==> config.mk <==
export PLATFORM = sky130hd
export DESIGN_NAME = instruction_fetch
export DESIGN_NICKNAME = d
export VERILOG_FILES = /design/src/rtl/arm_cpu_pkg.sv /design/src/rtl/instruction_fetch.sv
export SDC_FILE = /design/constraint.sdc
export NUM_CORES = 1
export LEC_CHECK = 0
export CELL_PAD_IN_SITES_DETAIL_PLACEMENT = 1
export CELL_PAD_IN_SITES_GLOBAL_PLACEMENT = 2
export CORE_ASPECT_RATIO = 1.2
export CORE_UTILIZATION = 28
export CTS_BUF_LIST = sky130_fd_sc_hd__clkbuf_2 sky130_fd_sc_hd__clkbuf_4 sky130_fd_sc_hd__clkbuf_8
export CTS_CLUSTER_DIAMETER = 120
export CTS_CLUSTER_SIZE = 16
export DETAILED_ROUTE_END_ITERATION = 10
export PLACE_DENSITY_LB_ADDON = 0.1
export SYNTH_ARGS = -nofsm -noshare
export SYNTH_HDL_FRONTEND = slang
export SYNTH_SLANG_ARGS = --single-unit
==> constraint.sdc <==
create_clock -name clk -period 2.6 [get_ports clk]
set_input_delay 0.26 -clock clk [delete_from_list [all_inputs] [get_ports clk]]
set_output_delay 0.26 -clock clk [all_outputs]
set_load 0.005 [all_outputs]
==> src/rtl/arm_cpu_pkg.sv <==
// Shared definitions for the ARM CPU pipeline: fetch FSM states, word size and
// the default boot address.
package arm_cpu_pkg;

   typedef enum logic [1:0] {
      IDLE  = 2'd0,
      BUSY  = 2'd1,
      DRAIN = 2'd2,
      HOLD  = 2'd3
   } fetch_state_t;

   localparam logic [31:0] WORD_BYTES           = 32'd4;
   localparam logic [31:0] DEFAULT_RESET_VECTOR = 32'h0000_0000;
   localparam logic [31:0] PC_READ_AHEAD        = 32'd8;

endpackage

==> src/rtl/instruction_fetch.sv <==
// Fetch stage: owns the PC, reads instruction memory over req/ready and hands
// words to decode. Define FETCH_PC8_EN to tag words with fetch address + 8.
module instruction_fetch
   import arm_cpu_pkg::*;
#(
   parameter logic [31:0] RESET_VECTOR = DEFAULT_RESET_VECTOR
) (
   input  logic        clk,
   input  logic        reset,
   input  logic        stall,
   input  logic        branch_taken,
   input  logic [31:0] branch_target,
   output logic        imem_req,
   output logic [31:0] imem_addr,
   input  logic        imem_ready,
   input  logic [31:0] imem_rdata,
   output logic [31:0] instruction,
   output logic [31:0] pc_out,
   output logic        decode_enable
);

`ifdef FETCH_PC8_EN
   localparam logic [31:0] TAG_OFFSET = PC_READ_AHEAD;
`else
   localparam logic [31:0] TAG_OFFSET = 32'd0;
`endif

   fetch_state_t r_state, w_state_nxt;
   logic [31:0]  r_pc, w_pc_nxt;
   logic [31:0]  r_addr_q, w_addr_nxt;
   logic [31:0]  r_instruction, w_instr_nxt;
   logic [31:0]  r_pc_out, w_pc_out_nxt;
   logic         r_decode_enable, w_de_nxt;

   logic [31:0]  w_target;
   logic [31:0]  w_pc_inc;

   assign w_target = branch_target & ~32'h0000_0003;
   assign w_pc_inc = r_pc + WORD_BYTES;

   // NOTE: every signal gets its hold value before the case so no path leaves
   // one unassigned, which would otherwise infer a latch.
   always_comb begin
      w_state_nxt  = r_state;
      w_pc_nxt     = r_pc;
      w_addr_nxt   = r_addr_q;
      w_instr_nxt  = r_instruction;
      w_pc_out_nxt = r_pc_out;
      w_de_nxt     = 1'b0;

      case (r_state)
         IDLE: begin
            if (branch_taken) begin
               w_pc_nxt = w_target;
            end else if (!stall) begin
               w_addr_nxt  = r_pc;
               w_state_nxt = BUSY;
            end
         end

         BUSY: begin
            if (imem_ready && branch_taken) begin
               w_pc_nxt    = w_target;
               w_state_nxt = IDLE;
            end else if (imem_ready) begin
               w_instr_nxt  = imem_rdata;
               w_pc_out_nxt = r_addr_q + TAG_OFFSET;
               w_pc_nxt     = w_pc_inc;
               if (stall) begin
                  w_state_nxt = HOLD;
               end else begin
                  w_de_nxt   = 1'b1;
                  w_addr_nxt = w_pc_inc;
               end
            end else if (branch_taken) begin
               // The request cannot be withdrawn; its response is discarded in DRAIN.
               w_pc_nxt    = w_target;
               w_state_nxt = DRAIN;
            end
         end

         DRAIN: begin
            if (branch_taken) begin
               w_pc_nxt = w_target;
            end
            if (imem_ready) begin
               w_state_nxt = IDLE;
            end
         end

         HOLD: begin
            if (branch_taken) begin
               w_pc_nxt    = w_target;
               w_state_nxt = IDLE;
            end else if (!stall) begin
               w_de_nxt    = 1'b1;
               w_state_nxt = IDLE;
            end
         end

         default: w_state_nxt = IDLE;
      endcase
   end

   // NOTE: state updates use non-blocking assignments so every register samples
   // the pre-edge values of its neighbours.
   always_ff @(posedge clk) begin
      if (reset) begin
         r_state         <= IDLE;
         r_pc            <= RESET_VECTOR;
         r_addr_q        <= RESET_VECTOR;
         r_instruction   <= 32'd0;
         r_pc_out        <= 32'd0;
         r_decode_enable <= 1'b0;
      end else begin
         r_state         <= w_state_nxt;
         r_pc            <= w_pc_nxt;
         r_addr_q        <= w_addr_nxt;
         r_instruction   <= w_instr_nxt;
         r_pc_out        <= w_pc_out_nxt;
         r_decode_enable <= w_de_nxt;
      end
   end

   assign imem_req      = (r_state == BUSY) || (r_state == DRAIN);
   assign imem_addr     = r_addr_q;
   assign instruction   = r_instruction;
   assign pc_out        = r_pc_out;
   assign decode_enable = r_decode_enable;

endmodule

==> summary.txt <==
The following summarizes the physical implementation.

Power and ir drop
Per the OpenROAD power report, leakage power amounts to 2.728 nW.

Place
The worst-case setup slack after placement is 102.8 ps. The last weighted congestion value of the routability-driven placer is just over 0.8.

Finish
The count of cells in the finished layout, fillers not included, comes to between 1000 and 1500.

Global route
The met2 global-route usage is between 30 and 40%. The global routing stage identified its most utilized layer as met2. The initial antenna violation count is 0.

Run
The logs give a warning total of 33.

STA
Post-route period utilization is reported as between 90 and 100%. After layout, the minimum clock period comes to 2404 ps.

Yosys
The share of Yosys cell area claimed by the top area cell type is 43.44%. By instance count, the leading cell after synthesis is sky130_fd_sc_hd__nand2_1.

Worst setup path
The end of the worst register-to-register path is imem_addr[22]. At the worst endpoint, the arrival time is about 2800 ps. The required time of the worst setup path is approximately 3000 ps.

Floorplan
The effective utilization at floorplan is about 29%. Per the OpenROAD floorplan log, the height of the die is 162.9 um. The chip width is 136.0 um. The area of the placeable core is roughly 21000 um2.

Status
The run finished with clean final reports.
==> flip-flops by register name (all words and copies together) (netlist names) <==
| register | cells |
|---|---|
| r_pc | 32 |
| decode_enable | 1 |
| pc_out | 32 |
| imem_addr | 32 |
| instruction | 32 |
| r_state | 2 |
==> cells by family after synthesis <==
logic type	count (synthesis)	share of synthesized area, %
multiplexers	2	0.3316
buffers and inverters	74	5.223
XOR/XNOR	22	3.192
adder cells (fa/ha/maj)	7	1.451
AND/OR/NAND/NOR	349	27.88
flip-flops	131	43.44
AND-OR/OR-AND	172	18.49
==> worst min path at each step <==
stage / start / end / slack [ps] / cells after the start
after floorplan: imem_rdata[0] / instruction[0] / 400 / 2
after global placement: r_pc[1] / imem_addr[1] / 440 / 2
after detailed placement: r_pc[1] / imem_addr[1] / 440 / 2
after CTS: reset / imem_addr[13] / 250 / 2
after global routing: reset / imem_addr[13] / 270 / 2
final: reset / imem_addr[13] / 280 / 2
==> area by class of cell <==
type                    count  area (um2)  area share (%)
inverters                  10       37.54          0.4426
repair buffers            197        1924           22.69
well taps                 270       337.8           3.983
clock inverters            14       200.2           2.361
flip-flops and latches    131        2623           30.92
multi-input cells         552        3110           36.68
clock buffers              18       247.7           2.921
==> power by group through the flow <==
stage                     sequential (mW)  combinational [mW]  clock [mW]
after floorplan                      2.24               0.376           0
after global placement               2.28               0.750           0
after detailed placement             2.29               0.766           0
after CTS                            2.24               0.770        2.03
after global routing                 2.26               0.836        2.11
final                                2.24               0.760        1.96
==> routing by layer <==
metal / up-vias / wire (um)
met3: 25 / 1070
met4: 0 / 444
met5: - / 0
li1: 3010 / -
met1: 2886 / 9298
met2: 164 / 10160
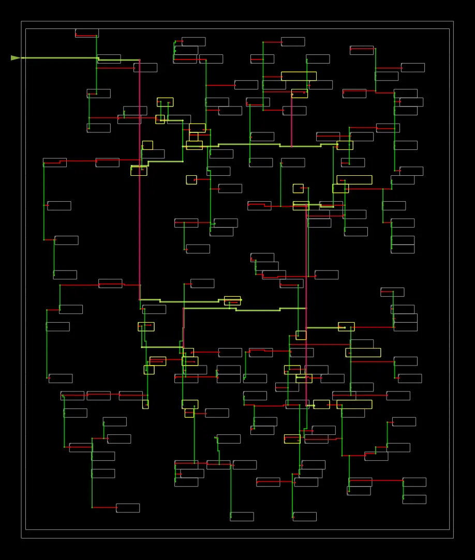
*Clock routing*
sequential cell count: 131
worst clock skew: 8.814 ps

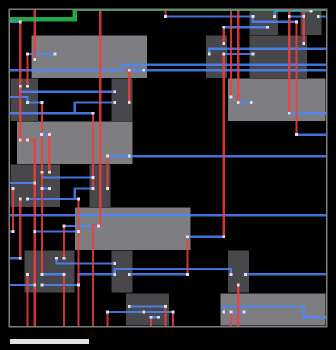
*Close-up of the layout*
Bar = 5 um. Window x 58 to 78, y 104 to 124 um. Cells in gray, sequential cells in the stronger gray; small squares are vias.
legend:
  red:
    layer: met2
  blue:
    layer: met1
  green:
    layer: met3
netlist names of flops here include: imem_addr (4), pc_out (1)
most frequent: dfxtp_1 (5), nor2_1 (4), a311oi_1 (3)
sequential cells in the window: 5
cells with their middle in the window: 17

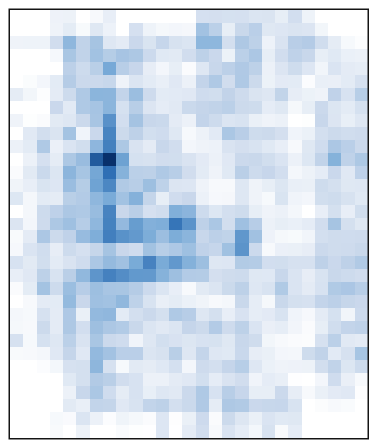
*Routed metal per tile*
The die is cut into 27 by 33 equal tiles; white is low, dark blue is high, scaled to the fullest tile. Values are wire area over tile area, all layers added.
mean over tiles: 0.15
fullest tile: 0.78
emptiest ninth of the die: lower right
nearly empty tiles: 9.9%
tiles over half the peak: 3.1%

Power figures rest on the tool's default switching activity, not on a simulated workload.
